File: config.mk
export PLATFORM = sky130hd
export DESIGN_NAME = radix_8_ntt64_ctrl_flat
export DESIGN_NICKNAME = d
export VERILOG_FILES = /design/src/rtl/radix_8_ntt64_ctrl_if.sv /design/src/rtl/radix_8_ntt64_ctrl.sv /design/src/flat_wrapper.sv
export SDC_FILE = /design/constraint.sdc
export NUM_CORES = 1
export LEC_CHECK = 0
export ABC_AREA = 1
export ABC_CLOCK_PERIOD_IN_PS = 2270
export CAP_MARGIN = 20
export CORE_ASPECT_RATIO = 1.2
export CORE_UTILIZATION = 44
export CTS_CLUSTER_DIAMETER = 120
export CTS_CLUSTER_SIZE = 8
export DETAILED_ROUTE_END_ITERATION = 6
export PLACE_DENSITY = 0.86
export SYNTH_ARGS = -nofsm -noshare
export SYNTH_HDL_FRONTEND = slang
export SYNTH_SLANG_ARGS = --single-unit
File: constraint.sdc
create_clock -name clk -period 2.27 [get_ports clk]
set_input_delay 0.681 -clock clk [delete_from_list [all_inputs] [get_ports clk]]
set_output_delay 0.681 -clock clk [all_outputs]
set_load 0.05 [all_outputs]
File: src/rtl/radix_8_ntt64_ctrl_if.sv
// Control bus of the radix-8 NTT-64 sequencer: start/status,
// bank read issue and delayed write-back addressing.
interface radix_8_ntt64_ctrl_if;
    logic        start;
    logic        busy;
    logic        done;
    logic        rd_en;
    logic [23:0] rd_row;
    logic [2:0]  rd_rot;
    logic [3:0]  tf_addr;
    logic        wr_en;
    logic [23:0] wr_row;
    logic [2:0]  wr_rot;

    modport master (
        input  start,
        output busy, done,
        output rd_en, rd_row, rd_rot, tf_addr,
        output wr_en, wr_row, wr_rot
    );

    modport slave (
        output start,
        input  busy, done,
        input  rd_en, rd_row, rd_rot, tf_addr,
        input  wr_en, wr_row, wr_rot
    );
endinterface

File: src/rtl/radix_8_ntt64_ctrl.sv
// Sequencer for a 64-point 2-stage radix-8 DIT NTT over 8 RAM banks.
// Issues per-butterfly bank rows, crossbar rotation and twiddle address.
module radix_8_ntt64_ctrl #(
    parameter int RD_LAT = 1,
    parameter int BF_LAT = 0
) (
    input logic                  clk,
    input logic                  rst_n,
    radix_8_ntt64_ctrl_if.master bus
);
    localparam int D  = RD_LAT + BF_LAT;
    localparam int CW = ($clog2(D + 1) > 3) ? $clog2(D + 1) : 3;

    typedef enum logic [2:0] {
        IDLE, STAGE0, DRAIN, STAGE1, FLUSH, DONE
    } state_t;

    typedef struct packed {
        logic        en;
        logic [23:0] row;
        logic [2:0]  rot;
    } wb_t;

    state_t r_state, w_state_nxt;
    logic [CW-1:0] r_cnt, w_cnt_nxt;

    logic        r_busy, r_done, r_rd_en;
    logic [23:0] r_rd_row;
    logic [2:0]  r_rd_rot;
    logic [3:0]  r_tf_addr;
    wb_t         r_wb [D];

    logic        w_busy, w_done, w_rd_en;
    logic [23:0] w_rd_row;
    logic [2:0]  w_rd_rot, w_b;
    logic [3:0]  w_tf_addr;

    always_comb begin
        w_state_nxt = r_state;
        w_cnt_nxt   = r_cnt;
        unique case (r_state)
            IDLE: if (bus.start) begin
                w_state_nxt = STAGE0;
                w_cnt_nxt   = '0;
            end
            STAGE0: if (r_cnt == CW'(7)) begin
                w_state_nxt = DRAIN;
                w_cnt_nxt   = '0;
            end else w_cnt_nxt = r_cnt + 1'b1;
            DRAIN: if (r_cnt == CW'(D - 1)) begin
                w_state_nxt = STAGE1;
                w_cnt_nxt   = '0;
            end else w_cnt_nxt = r_cnt + 1'b1;
            STAGE1: if (r_cnt == CW'(7)) begin
                w_state_nxt = FLUSH;
                w_cnt_nxt   = '0;
            end else w_cnt_nxt = r_cnt + 1'b1;
            FLUSH: if (r_cnt == CW'(D - 1)) begin
                w_state_nxt = DONE;
                w_cnt_nxt   = '0;
            end else w_cnt_nxt = r_cnt + 1'b1;
            DONE: begin
                w_state_nxt = bus.start ? STAGE0 : IDLE;
                w_cnt_nxt   = '0;
            end
            default: begin
                w_state_nxt = IDLE;
                w_cnt_nxt   = '0;
            end
        endcase
    end

    // Outputs are decoded from the next state so they register with it
    always_comb begin
        w_b       = w_cnt_nxt[2:0];
        w_rd_en   = 1'b0;
        w_rd_row  = '0;
        w_rd_rot  = '0;
        w_tf_addr = '0;
        w_busy    = (w_state_nxt != IDLE) && (w_state_nxt != DONE);
        w_done    = (w_state_nxt == DONE);
        if (w_state_nxt == STAGE0) begin
            w_rd_en   = 1'b1;
            for (int j = 0; j < 8; j++)
                w_rd_row[3*j +: 3] = 3'(j) - w_b;
            w_rd_rot  = w_b;
            w_tf_addr = {1'b0, w_b};
        end else if (w_state_nxt == STAGE1) begin
            w_rd_en   = 1'b1;
            w_rd_row  = {8{w_b}};
            w_rd_rot  = w_b;
            w_tf_addr = {1'b1, w_b};
        end
    end

    always_ff @(posedge clk) begin
        if (!rst_n) begin
            r_state   <= IDLE;
            r_cnt     <= '0;
            r_busy    <= 1'b0;
            r_done    <= 1'b0;
            r_rd_en   <= 1'b0;
            r_rd_row  <= '0;
            r_rd_rot  <= '0;
            r_tf_addr <= '0;
            for (int i = 0; i < D; i++) r_wb[i] <= '0;
        end else begin
            r_state   <= w_state_nxt;
            r_cnt     <= w_cnt_nxt;
            r_busy    <= w_busy;
            r_done    <= w_done;
            r_rd_en   <= w_rd_en;
            r_rd_row  <= w_rd_row;
            r_rd_rot  <= w_rd_rot;
            r_tf_addr <= w_tf_addr;
            r_wb[0]   <= {r_rd_en, r_rd_row, r_rd_rot};
            for (int i = 1; i < D; i++) r_wb[i] <= r_wb[i-1];
        end
    end

    assign bus.busy    = r_busy;
    assign bus.done    = r_done;
    assign bus.rd_en   = r_rd_en;
    assign bus.rd_row  = r_rd_row;
    assign bus.rd_rot  = r_rd_rot;
    assign bus.tf_addr = r_tf_addr;
    assign bus.wr_en   = r_wb[D-1].en;
    assign bus.wr_row  = r_wb[D-1].row;
    assign bus.wr_rot  = r_wb[D-1].rot;
endmodule

File: src/flat_wrapper.sv
// flat-port wrapper written by rule: the top's interface ports become plain ports
module radix_8_ntt64_ctrl_flat 
#(
    parameter int RD_LAT = 1,
    parameter int BF_LAT = 0
)
  (clk, rst_n, bus_start, bus_busy, bus_done, bus_rd_en, bus_rd_row, bus_rd_rot, bus_tf_addr, bus_wr_en, bus_wr_row, bus_wr_rot);
  radix_8_ntt64_ctrl_if bus_i ();
  input logic clk;
  input logic rst_n;
  input wire logic [$bits(bus_i.start)-1:0] bus_start;
  output wire logic [$bits(bus_i.busy)-1:0] bus_busy;
  output wire logic [$bits(bus_i.done)-1:0] bus_done;
  output wire logic [$bits(bus_i.rd_en)-1:0] bus_rd_en;
  output wire logic [$bits(bus_i.rd_row)-1:0] bus_rd_row;
  output wire logic [$bits(bus_i.rd_rot)-1:0] bus_rd_rot;
  output wire logic [$bits(bus_i.tf_addr)-1:0] bus_tf_addr;
  output wire logic [$bits(bus_i.wr_en)-1:0] bus_wr_en;
  output wire logic [$bits(bus_i.wr_row)-1:0] bus_wr_row;
  output wire logic [$bits(bus_i.wr_rot)-1:0] bus_wr_rot;
  assign bus_i.start = bus_start;
  assign bus_busy = bus_i.busy;
  assign bus_done = bus_i.done;
  assign bus_rd_en = bus_i.rd_en;
  assign bus_rd_row = bus_i.rd_row;
  assign bus_rd_rot = bus_i.rd_rot;
  assign bus_tf_addr = bus_i.tf_addr;
  assign bus_wr_en = bus_i.wr_en;
  assign bus_wr_row = bus_i.wr_row;
  assign bus_wr_rot = bus_i.wr_rot;
  radix_8_ntt64_ctrl #(.RD_LAT(RD_LAT), .BF_LAT(BF_LAT)) u_core (.clk(clk), .rst_n(rst_n), .bus(bus_i));
endmodule
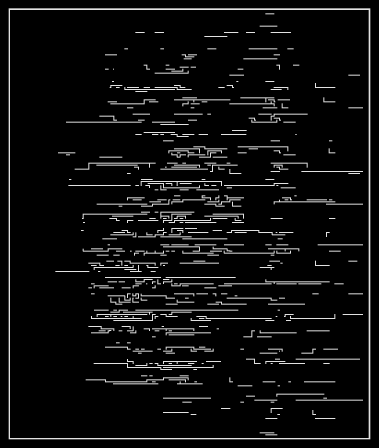
Fig. 1. The metal 1 layer (run 1).
share of all routed wire	39%
main direction	horizontal
nets with wire on the layer	232
wire length on this layer	1270 um
longest straight run	17.0 um

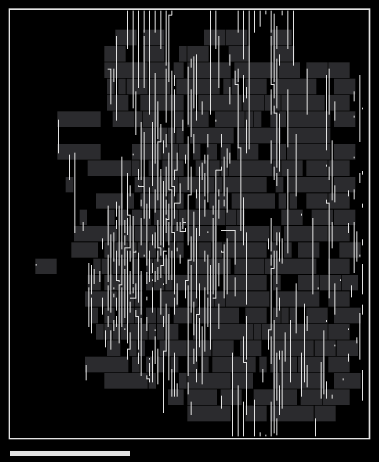
Fig. 2. Met2 routing (run 1).
Bar = 20 um. Cells faint in the background.
longest straight run	22.9 um
nets with wire on the layer	223
main direction	vertical
wire length on this layer	1710 um
share of all routed wire	52%

==> changes_impl.md, run 1 <==
### Metrics

- Post-detailed-route DRC marker count: 0
- Number of CTS-inserted buffers: 5
- Post-CTS Resized: 1
- Grt ovf: 0
- Maximum Capacitance Violations: 0
- Max Clock Skew: ~0.0044 ns
- Syn-to-layout area delta: 33.4%
- Top-level I/O count: 65
- Final cell area excluding filler cells: 0.00234 mm2
- Peak supply drop: roughly 280 uV
- Cts hold-fix bufs: 0
- Length of routed met2 wiring: between 1.5 and 2 mm
- Number of warnings in the stage logs: 28
- Class of the tightest hold or removal check: flop to flop
- Flop area: about 780 um2
- Final setup fails: 0
- Post-synth seq share: roughly 44%
- Highest metal layer with signal wires: met4
- Mux area share: 0%
- Routing usage on met1: between 10% and 20%
- Gate power share: about 26%
- Core Region: around 0.0037 mm2
- Power spent charging and discharging nets: just under 0.0006 W
- Yosys Instances: around 220
- Combinational cell area excluding buffers and inverters: between 500 and 600 um2
- Die height: 71.2 um
- Total number of clock tree sinks: 39
- P_leak: between 1 and 1.5 nW
- Clock-pin slew on the worst setup and hold paths: roughly 0.070 ns
- Clock Tree Buf Depth: 2
- Startpoint of the lowest-slack hold path: u_core.bus.rd_row[14]
- Most numerous logic cell after layout: sky130_fd_sc_hd__clkdlybuf4s50_1
- Delay of the slowest critical-path stage: just over 0.8 ns
- Switch share: between 30 and 40%
- Wire per inst: approximately 10 um
- Total global-route track usage: 16.5%
- Classification of the worst setup path: flop to output port
- Combinational cell power: roughly 0.00046 W
- Sum of negative setup slack: 0 ns
- Drt first pass iters: 4
- Max transition margin: 65.4%
- Data required time at the worst endpoint: 1.59 ns
- Status: complete, no violations
- Reported sequential group power: 0.000743 W
- CTS root buf: sky130_fd_sc_hd__clkbuf_8
- Top logic family: simple AND/OR/NAND/NOR gates
- Met1 WL: ~1.3 mm
- Syn Area/Cell: slightly below 8 um2
- Xor and xnor fraction of the mapped netlist area: 0%
- Post-CTS Setup Repair Bufs: 0
- Highest-utilization routing layer at the global route stage: met2
- Setup repair after global routing missed its margin: no
- CP Capture Type: output port
- Number of design-rule violations left by the first detailed-router iteration: 42
- Group drawing the most power: registers
- Reg2Reg Depth: 9
- Chip Area, Yosys: 0.00176 mm2
- Row Count: 24
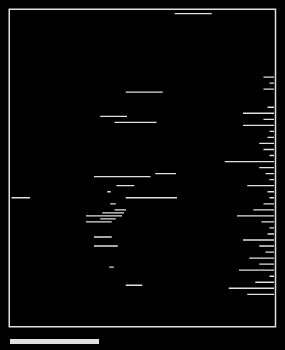
Fig. 3. Metal 3 (run 1).
Bar = 20 um.
longest straight run	12.4 um
share of all routed wire	6.8%
total wire length: 3.30 mm
global routing met3 resource utilization: 3.79%

[run 1: stage by stage]
stage	hold slack, ns	worst slack, ns	total power, W	utilization (%)	cells
after floorplan	0.565	0.597	0.00112	-	223
after global placement	0.418	0.121	0.00121	59.7	307
after detailed placement	0.428	0.0570	0.00122	59.7	307
after CTS	0.438	0.00327	0.00177	62.7	315
after global routing	0.452	0.0147	0.00183	62.9	315
final	0.436	0.0693	0.00177	62.9	315
[run 1: how the worst max path moves through the flow]
stage	from	endpoint	slack [ns]	cells after the start
floorplan	u_core.bus.tf_addr[0]	bus_rd_row[0]	0.60	1
global placement	bus_start	u_core.bus.rd_row[20]	0.12	10
detailed placement	bus_start	u_core.bus.rd_row[14]	0.06	10
CTS	u_core.bus.tf_addr[0]	bus_rd_row[18]	0.003	1
global route	u_core.bus.tf_addr[1]	bus_rd_row[16]	0.01	1
finish	u_core.bus.tf_addr[1]	bus_rd_row[16]	0.07	1
[run 1: synthesized netlist by cell type (all sizes together)]
cell type,count,share of area (%)
clkinv,1,0.21
nand4,4,1.4
nor3,1,0.28
inv,38,8.3
buf,33,14
nor2,15,5.0
and2,1,0.50
ha,5,3.6
nand3b,1,0.43
dfxtp,39,44
nand3,14,5.0
a21oi,12,3.6
clkbuf,1,0.21
o21ai,1,0.28
nand2,57,13
[run 1: cell type report]
class                   instances  share of cell area [%]
multi-input cells             111                    24.5
clock inverters                 3                    1.87
inverters                      39                    6.35
flip-flops and latches         39                    33.3
clock buffers                   5                    2.94
repair buffers                 66                    28.2
well taps                      52                    2.78
[run 1: sequential cells by signal (all words and copies together), names as in the netlist]
name / cells
u_core.bus.done: 1
u_core.r_cnt: 3
u_core.bus.rd_en: 1
u_core.r_state: 3
u_core.bus.tf_addr: 3
u_core.bus.rd_row: 12
u_core.r_wb: 15
u_core.bus.busy: 1
Fig. 4: run 1, a small window of the routed layout
Bar = 5 um. Window x 5 to 25, y 43 to 63 um. Cells in gray, sequential cells in the stronger gray; small squares are vias.
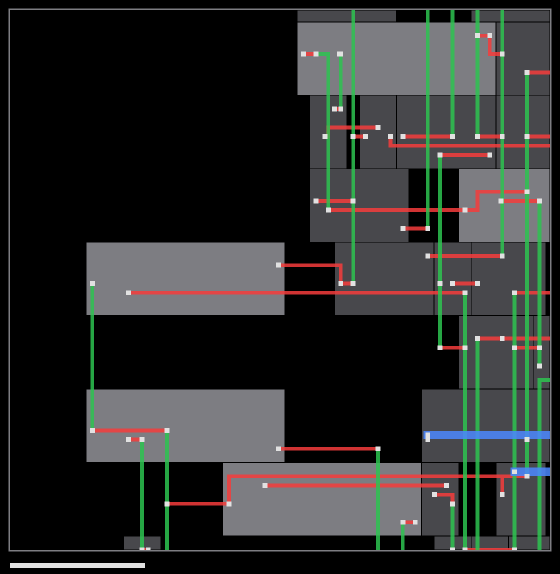

--- run 2 (diff from run 1) ---
--- a/config.mk
+++ b/config.mk
@@ -5,15 +5,14 @@
 export SDC_FILE = /design/constraint.sdc
 export NUM_CORES = 1
 export LEC_CHECK = 0
-export ABC_AREA = 1
 export ABC_CLOCK_PERIOD_IN_PS = 2270
 export CAP_MARGIN = 20
 export CORE_ASPECT_RATIO = 1.2
-export CORE_UTILIZATION = 44
+export CORE_UTILIZATION = 43
 export CTS_CLUSTER_DIAMETER = 120
 export CTS_CLUSTER_SIZE = 8
 export DETAILED_ROUTE_END_ITERATION = 6
-export PLACE_DENSITY = 0.86
+export PLACE_DENSITY = 0.85
 export SYNTH_ARGS = -nofsm -noshare
 export SYNTH_HDL_FRONTEND = slang
 export SYNTH_SLANG_ARGS = --single-unit
==> constraint.sdc (replaced) <==
create_clock -name clk -period 2.27 [get_ports clk]
set_input_delay 0.681 -clock clk [delete_from_list [all_inputs] [get_ports clk]]
set_output_delay 0.681 -clock clk [all_outputs]
set_load 0.02 [all_outputs]
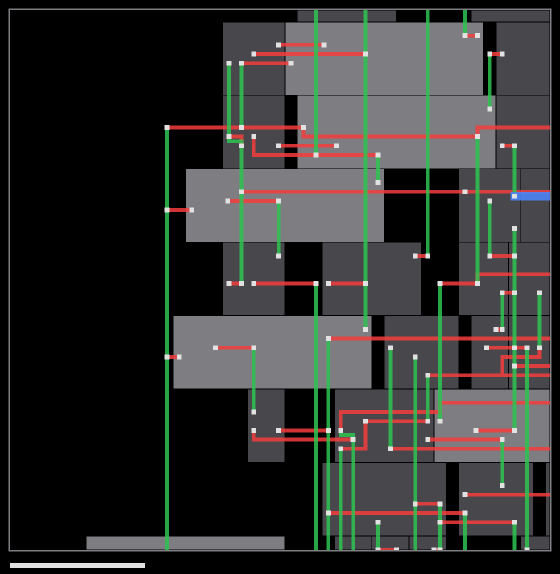
Fig. 5. A small window of the routed layout (run 2).
Bar = 5 um. Window x 5 to 25, y 43 to 63 um. Cells in gray, sequential cells in the stronger gray; small squares are vias.
color	layer
red	met1
green	met2
blue	met3
cells with their middle in the window	20
most frequent	dfxtp_1 (5)
sequential cells in the window	5
netlist names of flops here include	`u_core.bus.rd_row` (3), `u_core.r_wb` (2)

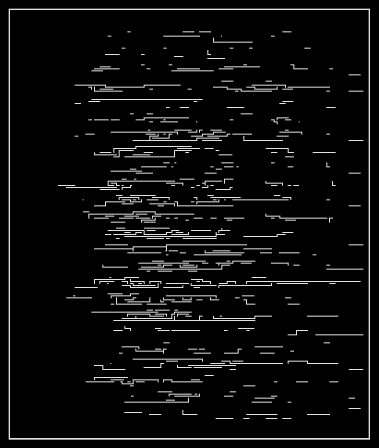
Fig. 6. The metal 1 layer (run 2).
longest straight run	23.5 um
wire length on this layer	1180 um
routing usage on met1: 15.4%
vias post-DR: 1267
total wire length: 3.10 mm

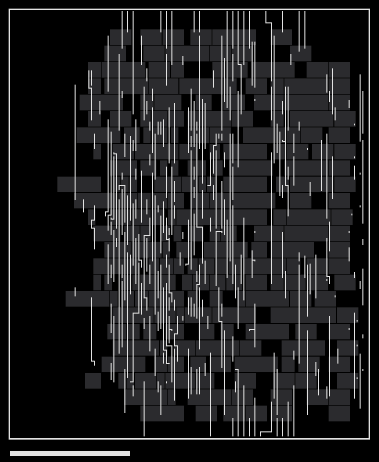
Fig. 7. Met2 routing (run 2).
Bar = 20 um. Cells faint in the background.
longest straight run	25.5 um
nets with wire on the layer	210
main direction	vertical
wire length on this layer	1660 um
met2 routing resource usage after global routing: 30.7%

==> run 2 against run 1 <==
  * Final area up 2.5%
  * Worst setup slack improved by 0.047 ns
  * Synthesized area is 2.5% lower
  * First-iteration DRC count fell by 38%
  * Non-clock buffer count is 15 higher
  * Synthesized cell count down 23%
  * Largest cell class unchanged
  * Largest power group unchanged
  * Highest routed layer unchanged
==> changes_impl.md, run 2 <==
### Metrics

- Status: complete, no violations (unchanged)
- P_leak: 0.972 nW (was 1.19 nW)
- Largest register FFs: 15 (unchanged)
- Cell types with the highest counts after synthesis: 39 x sky130_fd_sc_hd__dfxtp_1, 30 x sky130_fd_sc_hd__buf_4, 16 x sky130_fd_sc_hd__and2_1 (was 54 x sky130_fd_sc_hd__nand2_1, 39 x sky130_fd_sc_hd__dfxtp_1, 36 x sky130_fd_sc_hd__inv_1)
- Library cell with the largest summed area after synthesis: sky130_fd_sc_hd__dfxtp_1 (unchanged)
- Post-layout utilization of the core: 64.5% (was 62.9%)
- Peak supply drop: 258 uV (was 278 uV)
- Post-synth seq share: 45.6% (was 44.4%)
- Drt first pass iters: 4 (unchanged)
- Post-detailed-route DRC marker count: 0 (unchanged)
- Clock Tree Buf Depth: 2 (unchanged)
- Power per cell area: 692 mW/mm2 (was 756 mW/mm2)
- Clock-pin slew on the worst setup and hold paths: 0.07 ns (about the same)
- CP Capture Type: flop (was output port)
- Combinational cell power: 0.000349 W (was 0.000457 W)
- Number of warnings in the stage logs: 28 (unchanged)
- Top-level I/O count: 65 (unchanged)
- Final non-filler cell total: 277 (was 315)
- Class of the tightest hold or removal check: flop to flop (unchanged)
- Number of cells in the design after placement: 269 (was 307)
- Total global-route track usage: 16.1% (was 16.5%)
- Core Region: 0.00372 mm2 (unchanged)
- Group drawing the most power: registers (unchanged)
- Power spent charging and discharging nets: 0.000437 W (was 0.000585 W)
- Number of design-rule violations left by the first detailed-router iteration: 26 (was 42)
- Final setup fails: 0 (unchanged)
- FF-to-FF Start: u_core.r_cnt[0] (unchanged)
- CTS root buf: sky130_fd_sc_hd__clkbuf_8 (unchanged)
- Grt ovf: 0 (unchanged)
- Total number of clock tree sinks: 39 (unchanged)
- Wire per inst: 11.2 um (was 10.5 um)
- Top cell type by instance count after synthesis: sky130_fd_sc_hd__dfxtp_1 (was sky130_fd_sc_hd__nand2_1)
- Maximum Capacitance Violations: 0 (unchanged)
- Worst slack at placement: -0.198 ns (was 0.0570 ns)
- Post-CTS Setup Repair Bufs: 0 (unchanged)
- Delay of the slowest critical-path stage: 0.53 ns (was 0.83 ns)
- Final total power: 0.00166 W (was 0.00177 W)
- Final weighted congestion of routability-driven global placement: 0.805 (was 0.931)
- Chip Area, Yosys: 0.00171 mm2 (was 0.00176 mm2)
- Share of flip-flops with an asynchronous set or reset: 0% (unchanged)
- Most numerous logic cell after layout: sky130_fd_sc_hd__clkdlybuf4s50_1 (unchanged)
- Count of flip-flops with a built-in enable after synthesis: 0 (unchanged)
- Max Clock Skew: 0.00410 ns (was 0.00445 ns)
- Data required time at the worst endpoint: 2.46 ns (was 1.59 ns)
- Fmax: 0.464 GHz (was 0.454 GHz)
- Classification of the worst setup path: primary input to flop (was flop to output port)
- Max transition margin: 70.5% (was 65.4%)
- Worst hold-check slack: 0.463 ns (was 0.436 ns)
- Syn-to-layout area delta: 40.2% (was 33.4%)
- Row Count: 24 (unchanged)
- Top cells by area: sky130_fd_sc_hd__dfxtp_1 46%, sky130_fd_sc_hd__buf_4 13%, sky130_fd_sc_hd__and2_1 5.8%, sky130_fd_sc_hd__ha_1 3.7%, sky130_fd_sc_hd__nor2b_1 2.6% (was sky130_fd_sc_hd__dfxtp_1 44%, sky130_fd_sc_hd__buf_4 12%, sky130_fd_sc_hd__nand2_1 12%, sky130_fd_sc_hd__inv_1 7.7%, sky130_fd_sc_hd__ha_1 3.6%)
- Antenna diode count: 0 (unchanged)
- Data arrival at the endpoint of the critical path: 2.34 ns (was 1.52 ns)
- Register with the most flip-flops: u_core.r_wb (unchanged)
- Sum of negative setup slack: 0 ns (unchanged)
- Commonest flop: sky130_fd_sc_hd__dfxtp_1 (unchanged)
- Final setup slack of the worst path: 0.116 ns (was 0.0693 ns)
- Top-area cell type share of the netlist area: 45.6% (was 44.4%)
- Setup repair after global routing missed its margin: no (unchanged)
- Switch share: 26.3% (was 33.0%)
- Startpoint of the lowest-slack hold path: u_core.bus.rd_row[8] (was u_core.bus.rd_row[14])
- Reg2Reg Depth: 9 (unchanged)
- Core utilization at floorplan: 46.0% (was 47.2%)
- Die height: 71.1 um (was 71.2 um)
- Number of CTS-inserted buffers: 5 (unchanged)
- Cts hold-fix bufs: 0 (unchanged)
- Reported sequential group power: 0.000748 W (was 0.000743 W)
- Yosys Instances: 172 (was 223)
- Final cell area excluding filler cells: 0.00240 mm2 (was 0.00234 mm2)
- Gate power share: 21.0% (was 25.8%)
## run 2: cell count changes in the layout (fill, tap and decap cells not counted), moves of 9 or more
cell and change:
sky130_fd_sc_hd__and2_1 +16, sky130_fd_sc_hd__buf_4 +14, sky130_fd_sc_hd__inv_1 -27, sky130_fd_sc_hd__nand2_1 -49
sky130_fd_sc_hd__nand3_1 -9
## run 2: worst max-delay path by stage
stage | cells past startpoint | slack [ns] | start | to
floorplan | 9 | 0.20 | u_core.r_cnt[0] | u_core.bus.rd_row[14]
global placement | 8 | -0.17 | bus_start | u_core.bus.rd_row[20]
detailed placement | 8 | -0.20 | bus_start | u_core.bus.rd_row[20]
CTS | 8 | 0.11 | bus_start | u_core.bus.rd_row[20]
global route | 9 | 0.03 | bus_start | u_core.bus.rd_row[8]
finish | 8 | 0.12 | bus_start | u_core.bus.rd_row[20]
## run 2: area by class of cell
type / count / area (um2)
Clock inverter: 3 / 43.8
Clock buffer: 5 / 68.8
Inverter: 10 / 37.5
Fill cell: 297 / 1320
Sequential cell: 39 / 781
Timing Repair Buffer: 81 / 768
Multi-Input combinational cell: 87 / 637
Tap cell: 52 / 65.1
## run 2: metal layers
metal | vias to the layer above | GRT usage (%) | share of wire, %
met3 | 5 | 3.29 | 5.8
met4 | 0 | 8.79 | 2.3
li1 | 633 | - | -
met2 | 44 | 30.7 | 54
met1 | 585 | 15.4 | 38
met5 | - | 0 | 0
## run 2: kinds of logic (layout without fill, tap and decap cells)
logic type / Yosys count / count (layout) / share of synthesized area (%)
and+or+nand+nor: 51 / 51 / 18.3
muxes: 2 / 2 / 1.17
buffers and inverters: 46 / 99 / 17.2
adders and majority gates: 5 / 5 / 3.65
xor gates and xnor gates: 5 / 5 / 2.56
AOI/OAI and AO/OA: 24 / 24 / 11.5
DFF: 39 / 39 / 45.6
Power figures rest on the tool's default switching activity, not on a simulated workload.
